==> run_1/registers.png <==
Other sequential cells in the stronger gray, the rest of the logic in the fainter gray.
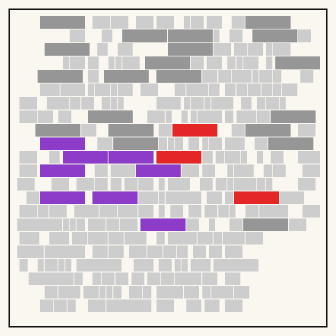
==> run_1/metal_stack.png <==
Only two layers are drawn.
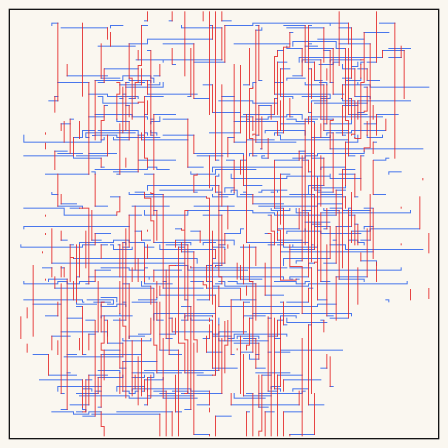
==> run_1/final_congestion.png <==
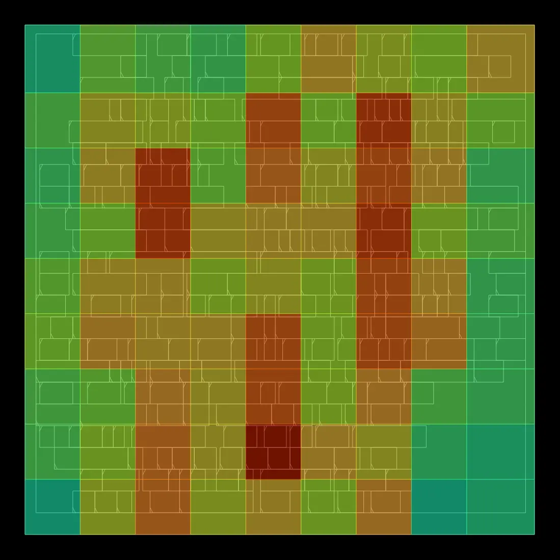
<file path="config.mk">
export PLATFORM = sky130hd
export DESIGN_NAME = reabastecedor_rolhas_flat
export DESIGN_NICKNAME = d
export VERILOG_FILES = /design/src/rtl/reabastecedor_rolhas_if.sv /design/src/rtl/reabastecedor_rolhas.sv /design/src/flat_wrapper.sv
export SDC_FILE = /design/constraint.sdc
export NUM_CORES = 1
export LEC_CHECK = 0
export CAP_MARGIN = 20
export CORE_UTILIZATION = 45
export DETAILED_ROUTE_END_ITERATION = 12
export GPL_ROUTABILITY_DRIVEN = 0
export PLACE_DENSITY = 0.79
export SYNTH_ARGS = -nofsm -noshare
export SYNTH_HDL_FRONTEND = slang
export SYNTH_SLANG_ARGS = --single-unit
</file>
<file path="constraint.sdc">
create_clock -name CLOCK -period 2 [get_ports CLOCK]
set_clock_uncertainty 0.15 [all_clocks]
set_input_delay 0.4 -clock CLOCK [delete_from_list [all_inputs] [get_ports CLOCK]]
set_output_delay 0.4 -clock CLOCK [all_outputs]
set_load 0.005 [all_outputs]
</file>
<file path="src/rtl/reabastecedor_rolhas_if.sv">
// ---------------------------------------------------------------------------
// reabastecedor_rolhas_if
// Groups the signals between the cork refill controller, the warehouse
// and the dispenser into one bundle.
//   ESTOQUE        current cork stock reported by the dispenser
//   HABILITA       automatic refill enable
//   ACK            warehouse grant pulse, QTD_FORNECIDA valid with it
//   QTD_FORNECIDA  number of corks supplied by the warehouse
//   PEDIDO         refill request level towards the warehouse
//   LOAD           one-cycle load strobe towards the dispenser
//   DADOS          new stock value, valid while LOAD is high
//   OCUPADO        controller is not idle
//   ERRO           sticky timeout flag
//   CONT_RECARGAS  saturating count of completed refills
// The slave modport is the controller's view; master is the environment's.
// ---------------------------------------------------------------------------
interface reabastecedor_rolhas_if;
    logic [7:0] ESTOQUE;
    logic       HABILITA;
    logic       ACK;
    logic [7:0] QTD_FORNECIDA;
    logic       PEDIDO;
    logic       LOAD;
    logic [7:0] DADOS;
    logic       OCUPADO;
    logic       ERRO;
    logic [7:0] CONT_RECARGAS;

    modport slave (
        input  ESTOQUE,
        input  HABILITA,
        input  ACK,
        input  QTD_FORNECIDA,
        output PEDIDO,
        output LOAD,
        output DADOS,
        output OCUPADO,
        output ERRO,
        output CONT_RECARGAS
    );

    modport master (
        output ESTOQUE,
        output HABILITA,
        output ACK,
        output QTD_FORNECIDA,
        input  PEDIDO,
        input  LOAD,
        input  DADOS,
        input  OCUPADO,
        input  ERRO,
        input  CONT_RECARGAS
    );
endinterface

</file>
<file path="src/rtl/reabastecedor_rolhas.sv">
// ---------------------------------------------------------------------------
// reabastecedor_rolhas
// Automatic cork refill controller. When enabled and the dispenser stock
// drops below LIMIAR it requests corks from the warehouse, waits up to
// TIMEOUT cycles for the grant, then loads the dispenser with the new stock
// value clamped to CAPACIDADE and counts the refill.
// Ports:
//   CLOCK  rising-edge system clock
//   RESET  asynchronous active-low reset
//   bus    reabastecedor_rolhas_if.slave (handshake, load and status signals)
// Every output is a flop; nothing in the interface is combinational from
// the inputs.
// ---------------------------------------------------------------------------
module reabastecedor_rolhas #(
    parameter logic [7:0] LIMIAR     = 8'd15,
    parameter logic [7:0] CAPACIDADE = 8'd100,
    parameter logic [7:0] TIMEOUT    = 8'd50
) (
    input  logic                   CLOCK,
    input  logic                   RESET,
    reabastecedor_rolhas_if.slave  bus
);

    typedef enum logic [2:0] {
        OCIOSO,
        PEDIR,
        CARREGAR,
        ASSENTAR,
        FALHA
    } estado_t;

    estado_t    estado;
    estado_t    proximo_estado;

    logic       pedido_q;
    logic       load_q;
    logic [7:0] dados_q;
    logic       ocupado_q;
    logic       erro_q;
    logic [7:0] cont_q;
    logic [7:0] timer_q;

    logic       pedido_d;
    logic       load_d;
    logic [7:0] dados_d;
    logic       ocupado_d;
    logic       erro_d;
    logic [7:0] cont_d;
    logic [7:0] timer_d;

    logic [8:0] soma;
    logic [7:0] estoque_novo;

    // The new stock value is formed at 9 bits so a large delivery can never
    // wrap around before being clamped to the dispenser capacity.
    always_comb begin
        soma         = {1'b0, bus.ESTOQUE} + {1'b0, bus.QTD_FORNECIDA};
        estoque_novo = soma[7:0];
        if (soma > {1'b0, CAPACIDADE}) begin
            estoque_novo = CAPACIDADE;
        end
    end

    // Next-state and next-output logic. Outputs are computed here for the
    // state being entered and captured by the register process, so every
    // output is a flop. In PEDIR the grant has priority over both the
    // enable dropping and the timeout, so a late ACK is never lost.
    always_comb begin
        proximo_estado = estado;
        pedido_d       = pedido_q;
        load_d         = 1'b0;
        dados_d        = dados_q;
        erro_d         = erro_q;
        cont_d         = cont_q;
        timer_d        = timer_q;

        case (estado)
            OCIOSO: begin
                if (bus.HABILITA && (bus.ESTOQUE < LIMIAR)) begin
                    proximo_estado = PEDIR;
                    pedido_d       = 1'b1;
                    timer_d        = 8'd0;
                end
            end
            PEDIR: begin
                if (bus.ACK) begin
                    proximo_estado = CARREGAR;
                    pedido_d       = 1'b0;
                    load_d         = 1'b1;
                    dados_d        = estoque_novo;
                end else if (!bus.HABILITA) begin
                    proximo_estado = OCIOSO;
                    pedido_d       = 1'b0;
                end else if (timer_q == (TIMEOUT - 8'd1)) begin
                    proximo_estado = FALHA;
                    pedido_d       = 1'b0;
                    erro_d         = 1'b1;
                end else begin
                    timer_d        = timer_q + 8'd1;
                end
            end
            CARREGAR: begin
                proximo_estado = ASSENTAR;
                if (cont_q != 8'hFF) begin
                    cont_d = cont_q + 8'd1;
                end
            end
            ASSENTAR: begin
                proximo_estado = OCIOSO;
            end
            FALHA: begin
                if (!bus.HABILITA) begin
                    proximo_estado = OCIOSO;
                    erro_d         = 1'b0;
                end
            end
            default: begin
                proximo_estado = OCIOSO;
                pedido_d       = 1'b0;
            end
        endcase

        ocupado_d = (proximo_estado != OCIOSO);
    end

    // State and output registers. Reset clears everything immediately so a
    // request or load strobe in flight is dropped without waiting for CLOCK.
    always_ff @(posedge CLOCK or negedge RESET) begin
        if (!RESET) begin
            estado    <= OCIOSO;
            pedido_q  <= 1'b0;
            load_q    <= 1'b0;
            dados_q   <= 8'd0;
            ocupado_q <= 1'b0;
            erro_q    <= 1'b0;
            cont_q    <= 8'd0;
            timer_q   <= 8'd0;
        end else begin
            estado    <= proximo_estado;
            pedido_q  <= pedido_d;
            load_q    <= load_d;
            dados_q   <= dados_d;
            ocupado_q <= ocupado_d;
            erro_q    <= erro_d;
            cont_q    <= cont_d;
            timer_q   <= timer_d;
        end
    end

    assign bus.PEDIDO        = pedido_q;
    assign bus.LOAD          = load_q;
    assign bus.DADOS         = dados_q;
    assign bus.OCUPADO       = ocupado_q;
    assign bus.ERRO          = erro_q;
    assign bus.CONT_RECARGAS = cont_q;

endmodule

</file>
<file path="src/flat_wrapper.sv">
// flat-port wrapper written by rule: the top's interface ports become plain ports
module reabastecedor_rolhas_flat 
#(
    parameter logic [7:0] LIMIAR     = 8'd15,
    parameter logic [7:0] CAPACIDADE = 8'd100,
    parameter logic [7:0] TIMEOUT    = 8'd50
)
  (CLOCK, RESET, bus_ESTOQUE, bus_HABILITA, bus_ACK, bus_QTD_FORNECIDA, bus_PEDIDO, bus_LOAD, bus_DADOS, bus_OCUPADO, bus_ERRO, bus_CONT_RECARGAS);
  reabastecedor_rolhas_if bus_i ();
  input  logic CLOCK;
  input  logic RESET;
  input wire logic [$bits(bus_i.ESTOQUE)-1:0] bus_ESTOQUE;
  input wire logic [$bits(bus_i.HABILITA)-1:0] bus_HABILITA;
  input wire logic [$bits(bus_i.ACK)-1:0] bus_ACK;
  input wire logic [$bits(bus_i.QTD_FORNECIDA)-1:0] bus_QTD_FORNECIDA;
  output wire logic [$bits(bus_i.PEDIDO)-1:0] bus_PEDIDO;
  output wire logic [$bits(bus_i.LOAD)-1:0] bus_LOAD;
  output wire logic [$bits(bus_i.DADOS)-1:0] bus_DADOS;
  output wire logic [$bits(bus_i.OCUPADO)-1:0] bus_OCUPADO;
  output wire logic [$bits(bus_i.ERRO)-1:0] bus_ERRO;
  output wire logic [$bits(bus_i.CONT_RECARGAS)-1:0] bus_CONT_RECARGAS;
  assign bus_i.ESTOQUE = bus_ESTOQUE;
  assign bus_i.HABILITA = bus_HABILITA;
  assign bus_i.ACK = bus_ACK;
  assign bus_i.QTD_FORNECIDA = bus_QTD_FORNECIDA;
  assign bus_PEDIDO = bus_i.PEDIDO;
  assign bus_LOAD = bus_i.LOAD;
  assign bus_DADOS = bus_i.DADOS;
  assign bus_OCUPADO = bus_i.OCUPADO;
  assign bus_ERRO = bus_i.ERRO;
  assign bus_CONT_RECARGAS = bus_i.CONT_RECARGAS;
  reabastecedor_rolhas #(.LIMIAR(LIMIAR), .CAPACIDADE(CAPACIDADE), .TIMEOUT(TIMEOUT)) u_core (.CLOCK(CLOCK), .RESET(RESET), .bus(bus_i));
endmodule
</file>
==> results.toml, run 1 <==
# flow metrics
[route]
first_pass_iters = 4
first_iter_violations = 62

[hold_path]
min_from = "bus_ESTOQUE[0]"

[status]
outcome = "complete, but fails checks"
violations = "setup timing"

[layout]
seq_area_sq_um = 776
drive_above_1_share_pct = 36.4
final-comb-area_sq_um = 1070
final_area_sq_um = 2770
final_common_cell = "buf_4"
syn2layout_area_growth_pct = 61.5

[power_and_ir_drop]
power-per-cell-area_nw_per_um2 = 942

[final_timing]
grt_setup_unrepaired = "yes"
min_period_ns = 2.20
finalSetupTns_ns = -1.35
min_period_over_period_pct = 110
setup_ws_ns = -0.202
hold_violations = 0
setup-violations-final = 12
finalMaxSlewViolations = 0

[global_routing]
grt_pass1_wl_mm = 6.95
grt_max_degree = 32
grt_pass1_vias = 1545
overflow = 0

[synthesis]
synth.net_count = 204
ys_chip_area_sq_um = 1710
yosysWarningCount = 0
ys_types = 39

[die]
pin_count = 40
num_rows = 22
dieWidth_um = 63.7

[clock_tree]
ctsLongestPathBuffers = 2
path_clk_slew_ns = 0.06
cts_root_buf = "clkbuf_8"

[placement]
port_buffers = 39

[job]
warnings = 30

[critical_path]
end_kind = "flip-flop"
cp-start-kind = "flip-flop"
About registers.png:
- u_core.bus.DADOS: purple (sequential cells 8)
- u_core.estado: red (sequential cells 3)
- not colored: 20

About metal_stack.png:
- met1: blue (wire length 1,940 um)
- met2: red (wire length 2,030 um)
Vias: 1,597
Routed WL per cell: 13.4 um

About final_congestion.png:
GRT Max-Usage Layer: met2
global-route track usage on met2: 33.6%
GRT Resource Usage Total: 22.5%
Finished Core Util: 75.5%
met1 Usage GRT: 30.9%

## run 1: critical path, stage by stage (launching register included)
cell,delay [ns]
dfrtp_1,0.38
inv_1,0.06
ha_1,0.13
or4b_1,0.43
or3_4,0.38
and2_4,0.16
or4_1,0.39
## run 1: registers in the layout, indices dropped and copies added (netlist names)
name / flops
u_core.bus.LOAD: 1
u_core.estado: 3
u_core.timer_q: 8
u_core.bus.OCUPADO: 1
u_core.bus.ERRO: 1
u_core.bus.DADOS: 8
u_core.bus.CONT_RECARGAS: 8
u_core.bus.PEDIDO: 1
## run 1: synthesized netlist by cell type, drive strengths merged
library cell | count | area share [%]
mux2 | 1 | 0.66
xor2 | 8 | 4.1
nor4 | 1 | 0.37
nor3b | 1 | 0.73
nor3 | 4 | 1.2
mux2i | 1 | 0.58
o31ai | 1 | 0.44
or4 | 2 | 0.88
o21ai | 5 | 1.5
and2 | 2 | 0.88
xnor2 | 8 | 4.1
and3 | 2 | 0.73
o22ai | 3 | 1.1
ha | 11 | 8.0
dfrtp | 31 | 45
nand4b | 1 | 0.51
o211ai | 1 | 0.44
nand2 | 13 | 2.9
a21oi | 16 | 4.7
a211oi | 2 | 1.6
nand2b | 3 | 1.1
o21bai | 1 | 0.44
fa | 1 | 1.2
and2b | 1 | 0.44
or3 | 3 | 1.4
a211o | 1 | 0.51
a21o | 1 | 0.44
or4b | 1 | 0.58
clkbuf | 1 | 0.22
nand3 | 2 | 0.58
nand4 | 7 | 2.6
a32o | 4 | 2.3
or2 | 3 | 1.1
inv | 10 | 2.2
nor2 | 18 | 3.9
a31oi | 1 | 0.37
## run 1: through the flow
stage	cells	total power, mW
finish	312	2.61
global route	312	2.80
CTS	311	2.56
detailed placement	298	2.03
global placement	298	2.01
floorplan	172	1.44
## run 1: worst paths after layout
| path | end | slack [ns] | cells past startpoint |
|---|---|---|---|
| worst min-delay path | u_core.bus.DADOS[0] | 0.34 | 3 |
| worst max-delay path | u_core.bus.OCUPADO | -0.20 | 6 |
| min in group asynchronous | u_core.timer_q[6] | 0.35 | 2 |
| worst max register to register | u_core.bus.OCUPADO | -0.20 | 6 |
| max in group asynchronous | u_core.bus.PEDIDO | 1.05 | 2 |
| worst min register to register | u_core.bus.CONT_RECARGAS[6] | 0.34 | 1 |
## run 1: where the power goes
part           leakage (nW)  switching, mW  internal [mW]
logic                 0.812          0.485          0.687
registers             0.399          0.149          0.820
clock network        0.0422          0.222          0.244
## run 1: area by class of cell
cell class                      count  area share [%]
Clock buffer                        7            2.76
Clock inverter                      1           0.181
Inverter                           10            1.36
Multi-Input combinational cell    130            38.6
Sequential cell                    31            28.1
Tap cell                           48            2.17
Timing Repair Buffer               85            26.8
## run 1: routing by layer
layer  up-vias  track usage (%)  part of all wire (%)
met2        35             33.6                    49
li1        791                -                     -
met3         9             5.07                   3.5
met4         0             9.66                   1.6
met1       762             30.9                    46
met5         -                0                     0
## run 1: logic make-up after synthesis
| family | synth area share, % |
|---|---|
| compound gates | 13.8 |
| xor+xnor | 8.19 |
| fa+ha+maj | 9.21 |
| buf+inv | 2.41 |
| flops | 45.3 |
| mux | 1.24 |
| simple gates | 19.8 |
==> run_1/zoom.png <==
Region (35, 3) to (60, 28) um. Cells in gray, sequential cells in the stronger gray; small squares are vias.
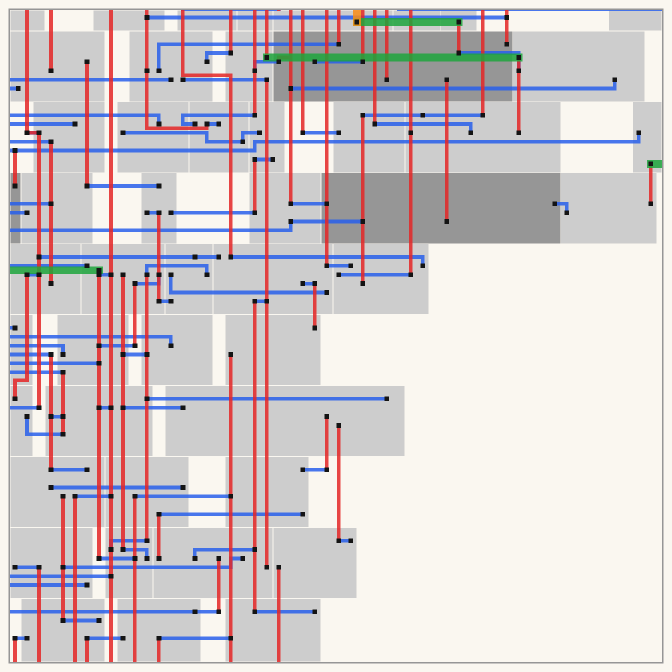

==> run 2, diff against run 1 <==
- SETUP_SLACK_MARGIN: unset -> 0.5
==> run_2/zoom.png <==
Region (35, 3) to (60, 28) um. Cells in gray, sequential cells in the stronger gray; small squares are vias.
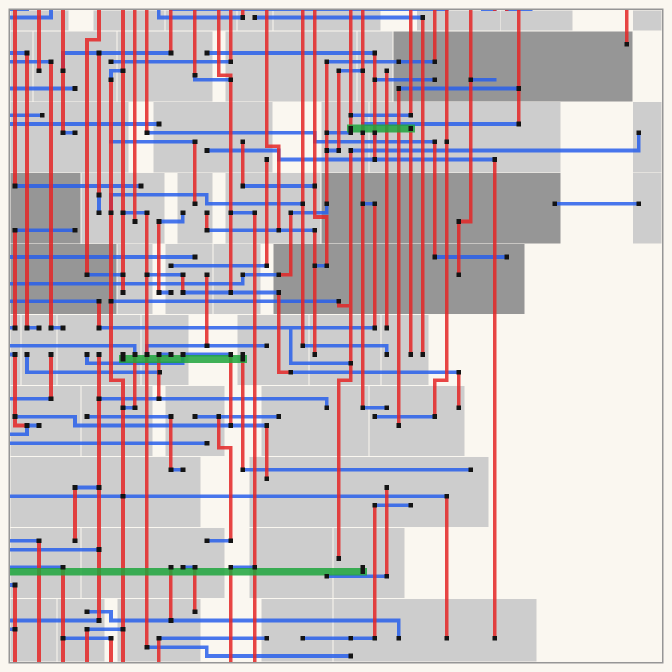
- met2: red
- met3: green
- met1: blue
- most frequent: buf_4 (7), a21oi_1 (4), dlygate4sd2_1 (3)
- sequential cells in the window: 3
- cells with their middle in the window: 39

==> run 2 against run 1 <==
Compared with the run above: clock power rose by 3%; sequential cell count unchanged; the run still ends with setup timing left; wire length grew 48%; total power up 18%; register-to-register slack got worse by 0.03 ns; sequential power rose by 0.4%; via count increased by 17%; highest routed layer unchanged; synthesized cell count is the same; hold slack better by 0.0019 ns; clock-buffer cell count stayed put.
==> results.toml, run 2 <==
# flow metrics
[status]
outcome = "complete, but fails checks"
violations = "setup timing"

[layout]
final_common_cell = "buf_4"
drive_above_1_share_pct = 53.3
final_area_sq_um = 3180

[synthesis]
ys_chip_area_sq_um = 1710
synth_top_area_share_pct = 45.3
edf_count = 0
synth.net_count = 204
yosysWarningCount = 0
flop_cell = "dfrtp_1"
ys_types = 39
yosysMostFrequentCell = "dfrtp_1"
async_reset_ff_share_pct = 100
top_cells_by_area = "dfrtp_1 (45%), ha_1 (8.0%), a21oi_1 (4.7%), xnor2_1 (4.1%), xor2_1 (4.1%)"
common_cells = "dfrtp_1 (31), nor2_1 (18), a21oi_1 (16)"

[global_routing]
grt_pass1_wl_mm = 8.54
grt_use_total_pct = 27.7
grt_pass1_vias = 1816
grt_max_degree = 32

[route]
wl_met2_mm = 3.25
routedWlPerCell_um = 18.5
first_pass_iters = 4
vias = 1874
top_layer_used = "met4"
drt-met1-wl_mm = 2.49
wl_met3_um = 288
first_iter_violations = 168

[power_and_ir_drop]
p_total_mw = 3.07

[die]
num_rows = 22
pin_count = 40

[job]
warnings = 30

[clock_tree]
path_clk_slew_ns = 0.06
ctsLongestPathBuffers = 2

[placement]
dp.cells = 295

[final_timing]
hold_violations = 0
setup-violations-final = 13
setup_ws_ns = -0.291
grt_setup_unrepaired = "yes"
finalMaxSlewViolations = 0

[critical_path]
r2r_cells = 8
ff2ff_setup_slack_ns = -0.23
run 2: cell types whose count changed in the layout (fill, tap and decap cells not counted), moves of 6 or more:
| cell | previous run | this run |
|---|---|---|
| clkdlybuf4s15_1 | 2 | 15 |
| dfrtp_2 | 0 | 7 |
| buf_4 | 41 | 58 |
| dfrtp_1 | 31 | 24 |
| clkdlybuf4s50_1 | 24 | 2 |
| nor2_1 | 17 | 11 |
run 2: metrics by stage:
step | util [%] | setup WS (ns)
floorplan | - | -0.320
global placement | 69.9 | -0.889
detailed placement | 69.9 | -0.950
CTS | 80.3 | -0.212
global route | 86.8 | -0.300
finish | 86.8 | -0.291
run 2: critical path: stages:
cell	delay, ns
buf_8	0.08
ha_4	0.13
inv_2	0.03
fa_2	0.34
nand2b_4	0.17
a21oi_2	0.16
o22ai_2	0.12
xor2_2	0.17
or3_4	0.45
a32o_1	0.25
run 2: power breakdown:
group          internal [mW]  switching [mW]  total, mW
Sequential             0.831           0.142      0.973
Combinational          0.881           0.741       1.62
Clock                  0.244           0.236      0.480
Total                   1.96            1.12       3.07
run 2: area by class of cell:
class / instances / area (sq um) / share of cell area, %
inverters: 10 / 37.5 / 1.18
well taps: 48 / 60.1 / 1.89
repair buffers: 108 / 921 / 29.0
clock buffers: 7 / 76.3 / 2.40
multi-input cells: 130 / 1290 / 40.7
clock inverters: 1 / 5.00 / 0.157
flip-flops and latches: 31 / 785 / 24.7
run 2: worst min path at each step:
stage / startpoint / end / slack (ns) / cells past startpoint
after CTS: bus_QTD_FORNECIDA[0] / u_core.bus.DADOS[0] / 0.34 / 3
after global placement: u_core.bus.DADOS[0] / u_core.bus.DADOS[0] / 0.33 / 1
after global routing: bus_QTD_FORNECIDA[0] / u_core.bus.DADOS[0] / 0.34 / 3
after detailed placement: u_core.bus.DADOS[7] / u_core.bus.DADOS[7] / 0.33 / 1
after floorplan: RESET / u_core.bus.CONT_RECARGAS[0] / -0.05 / 0
final: bus_QTD_FORNECIDA[0] / u_core.bus.DADOS[0] / 0.34 / 3
run 2: cells by family (layout without fill, tap and decap cells):
kind of cell	count (synthesis)	count (layout)	share of synthesized area (%)
AND/OR/NAND/NOR	64	64	19.8
AND-OR/OR-AND	36	36	13.8
flip-flops	31	31	45.3
XOR/XNOR	16	16	8.19
adder cells (fa/ha/maj)	12	12	9.21
buffers and inverters	11	126	2.41
multiplexers	2	2	1.24
run 2: metal layers:
layer,GRT usage [%],vias to the layer above
li1,-,843
met1,34.7,936
met2,46.9,74
met3,4.71,21
met4,11.4,0
met5,0,-
run 2: repair_timing:
| action | in CTS | in global routing |
|---|---|---|
| pin swaps | 42 | 27 |
| setup buffers | 21 | 11 |
| gates resized | 107 | 46 |
| setup endpoints to repair | 47 | 44 |
==> run 3, diff against run 2 <==
- CORE_UTILIZATION: 45 -> 46
- CTS_BUF_LIST: unset -> sky130_fd_sc_hd__clkbuf_8
- PLACE_DENSITY: 0.79 -> 0.8
==> run 3 against run 2 <==
Compared with the run above: the flow now stops in global routing; synthesized area did not move; synthesized cell count unchanged.
==> results.toml, run 3 <==
# flow metrics
[status]
outcome = "aborted with a tool error"
failing_step = "global routing"
error = "[ERROR DPL-0033] detailed placement checks failed during check placement."

[final_timing]
endpoint_type = "register data pin"
grt-worst-endpoint = "u_core.bus.OCUPADO$_DFF_PN0_/D"

[global_routing]
grt_max_degree = 32
antenna_found_initial = 0

[synthesis]
common_cells = "dfrtp_1 (31), nor2_1 (18), a21oi_1 (16)"
logic_family = "simple AND/OR/NAND/NOR gates"
ys_seq_share_pct = 45.3
adder_share_pct = 9.21
compound_area_share_pct = 13.8
ys_types = 39
async_reset_ff_share_pct = 100
yosysMostFrequentCell = "dfrtp_1"
postSynthCellCount = 172
edf_count = 0
simple_gate_share_pct = 19.8
yosysWarningCount = 0
flop_cell = "dfrtp_1"
syn_avg_cell_area_sq_um = 9.95
ys_chip_area_sq_um = 1710
yosysTopAreaCell = "dfrtp_1"
ys_ff = 31
top_cells_by_area = "dfrtp_1 (45%), ha_1 (8.0%), a21oi_1 (4.7%), xnor2_1 (4.1%), xor2_1 (4.1%)"
netlist_area_sq_um = 1710
synth_top_area_share_pct = 45.3
ys_sh_mux_pct = 1.24
synth.net_count = 204
yosys.area_share.xor_xnor_pct = 8.19
yosys_cells = 172

[placement]
hpwlAfterDp_mm = 3.52
port_buffers = 39
dp.cells = 296

[die]
dieWidth_um = 63
floorplan.core_util_pct = 49.7
num_rows = 21
die_h_um = 63
pin_count = 40

[clock_tree]
cts_root_buf = "clkbuf_8"
ctsLongestPathBuffers = 2
cts_buffers = 5
run 3: cell counts after synthesis:
Identical to the previous run, type by type.
run 3: kinds of logic after synthesis:
kind of cell	after synthesis
AOI/OAI and AO/OA	36
xor gates and xnor gates	16
adders and majority gates	12
buffers and inverters	11
DFF	31
muxes	2
and+or+nand+nor	64
run 3: through the flow:
stage | setup slack [ns] | cell area [sq um] | utilization (%)
2_1_floorplan | -0.320 | 1820 | -
3_5_place_dp | -0.971 | 2570 | 74.6
4_1_cts | -0.286 | 3040 | 88.3
3_3_place_gp | -0.899 | 2570 | 74.6
run 3: what timing repair did:
| action | 4_1_cts |
|---|---|
| pin swaps | 52 |
| buffers inserted | 27 |
| hold endpoints to repair | 0 |
| setup endpoints to repair | 48 |
| hold buffers | 0 |
| resized | 122 |
==> run 4, diff against run 3 <==
- CORE_UTILIZATION: 46 -> 40
- CTS_BUF_LIST: sky130_fd_sc_hd__clkbuf_8 -> unset
- PLACE_DENSITY: 0.8 -> unset
- PLACE_DENSITY_LB_ADDON: unset -> 0.15
- SETUP_SLACK_MARGIN: 0.5 -> unset
- clock period: 2 -> 2.6 ns (I/O delays scaled with it)
==> run_4/registers.png <==
Other sequential cells in the stronger gray, the rest of the logic in the fainter gray.
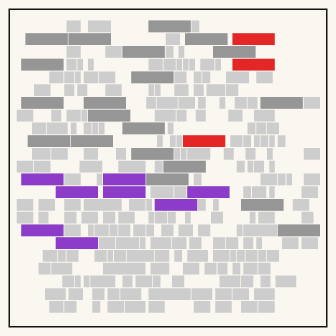
- u_core.estado: red (sequential cells 3)
- u_core.bus.DADOS: purple (sequential cells 8)

==> run 4 against run 3 <==
Compared with the run above: the run now ends clean; synthesized cell count unchanged; synthesized area unchanged.
==> results.toml, run 4 <==
# flow metrics
[synthesis]
yosysWarningCount = 0
common_cells = "dfrtp_1 (31), nor2_1 (18), a21oi_1 (16)"
ys_chip_area_sq_um = 1710
ys_seq_share_pct = 45.3
edf_count = 0
ys_ff = 31
yosysTopAreaCell = "dfrtp_1"
synth_top_area_share_pct = 45.3
netlist_area_sq_um = 1710
top_cells_by_area = "dfrtp_1 (45%), ha_1 (8.0%), a21oi_1 (4.7%), xnor2_1 (4.1%), xor2_1 (4.1%)"
async_reset_ff_share_pct = 100
flop_cell = "dfrtp_1"
yosys_cells = 172
yosysMostFrequentCell = "dfrtp_1"
synth.net_count = 204

[die]
die_h_um = 67.4
num_rows = 23
pin_count = 40

[placement]
pre_cts_slack_ns = -0.581
port_buffers = 39
hpwlAfterDp_mm = 3.17
dp.cells = 283

[clock_tree]
cts_max_level = 2
cts_buffers = 5
cts-hold-fix-buffers = 0
cts_root_buf = "clkbuf_8"
ctsLongestPathBuffers = 2

[status]
outcome = "complete, no violations"

[final_timing]
setup_ws_ns = 0.0794
grt_setup_unrepaired = "no"
hold_violations = 0
finalSetupTns_ns = 0
min_period_over_period_pct = 96.9

[global_routing]
antenna_found_initial = 0
grt_max_degree = 32

[layout]
fin_nets = 274
-- run 4: cell counts after synthesis --
No cell type changed its count.
-- run 4: power breakdown --
group | total, mW | internal (mW) | switching [mW]
logic | 0.740 | 0.431 | 0.309
registers | 0.781 | 0.631 | 0.151
clock network | 0.364 | 0.187 | 0.178
total | 1.89 | 1.25 | 0.638
-- run 4: worst max-delay path: cells and delay by family --
kind / cells / cell delay (ns)
AND/OR/NAND/NOR: 3 / 0.67
adder cells (fa/ha/maj): 2 / 0.52
AND-OR/OR-AND: 2 / 0.43
buffers and inverters: 2 / 0.21
XOR/XNOR: 1 / 0.19
-- run 4: repair_timing --
item / in CTS / in global routing
setup buffers: 2 / 0
pin swaps: 12 / 9
setup endpoints to repair: 7 / 5
gates cloned: 0 / 0
resized: 13 / 13
-- run 4: per-layer routing --
layer / up-vias / global-route usage, % / share of wire (%)
li1: 749 / - / -
met1: 733 / 27.1 / 45
met5: - / 0 / 0
met4: 0 / 7.71 / 1.8
met3: 10 / 6.42 / 4.7
met2: 37 / 35.5 / 48
-- run 4: how the worst min path moves through the flow --
stage | from | endpoint | depth (start not counted)
floorplan | RESET | u_core.bus.CONT_RECARGAS[0] | 0
global placement | u_core.bus.DADOS[7] | u_core.bus.DADOS[7] | 1
detailed placement | u_core.bus.DADOS[7] | u_core.bus.DADOS[7] | 1
CTS | u_core.bus.DADOS[7] | u_core.bus.DADOS[7] | 1
global route | u_core.bus.CONT_RECARGAS[6] | u_core.bus.CONT_RECARGAS[6] | 1
finish | u_core.bus.DADOS[7] | u_core.bus.DADOS[7] | 1
-- run 4: cell type report --
type                            instances  area share (%)
Clock inverter                          2           0.498
Sequential cell                        31            30.8
Timing Repair Buffer                   64            23.0
Inverter                               10            1.49
Clock buffer                            6            2.89
Multi-Input combinational cell        130            38.8
Tap cell                               50            2.49
-- run 4: logic make-up (layout without fill, tap and decap cells) --
| kind of cell | count (synthesis) | count (layout) | synth area share, % |
|---|---|---|---|
| AOI/OAI and AO/OA | 36 | 36 | 13.8 |
| xor gates and xnor gates | 16 | 16 | 8.19 |
| adders and majority gates | 12 | 12 | 9.21 |
| buffers and inverters | 11 | 82 | 2.41 |
| muxes | 2 | 2 | 1.24 |
| DFF | 31 | 31 | 45.3 |
| and+or+nand+nor | 64 | 64 | 19.8 |
-- run 4: metrics by stage --
stage,total power [mW],instance area [sq um]
4_1_cts,1.88,2460
3_5_place_dp,1.49,2340
6_report,1.89,2510
5_1_grt,2.02,2510
2_1_floorplan,1.10,1720
3_3_place_gp,1.45,2340
Power and IR drop assume default switching activity.
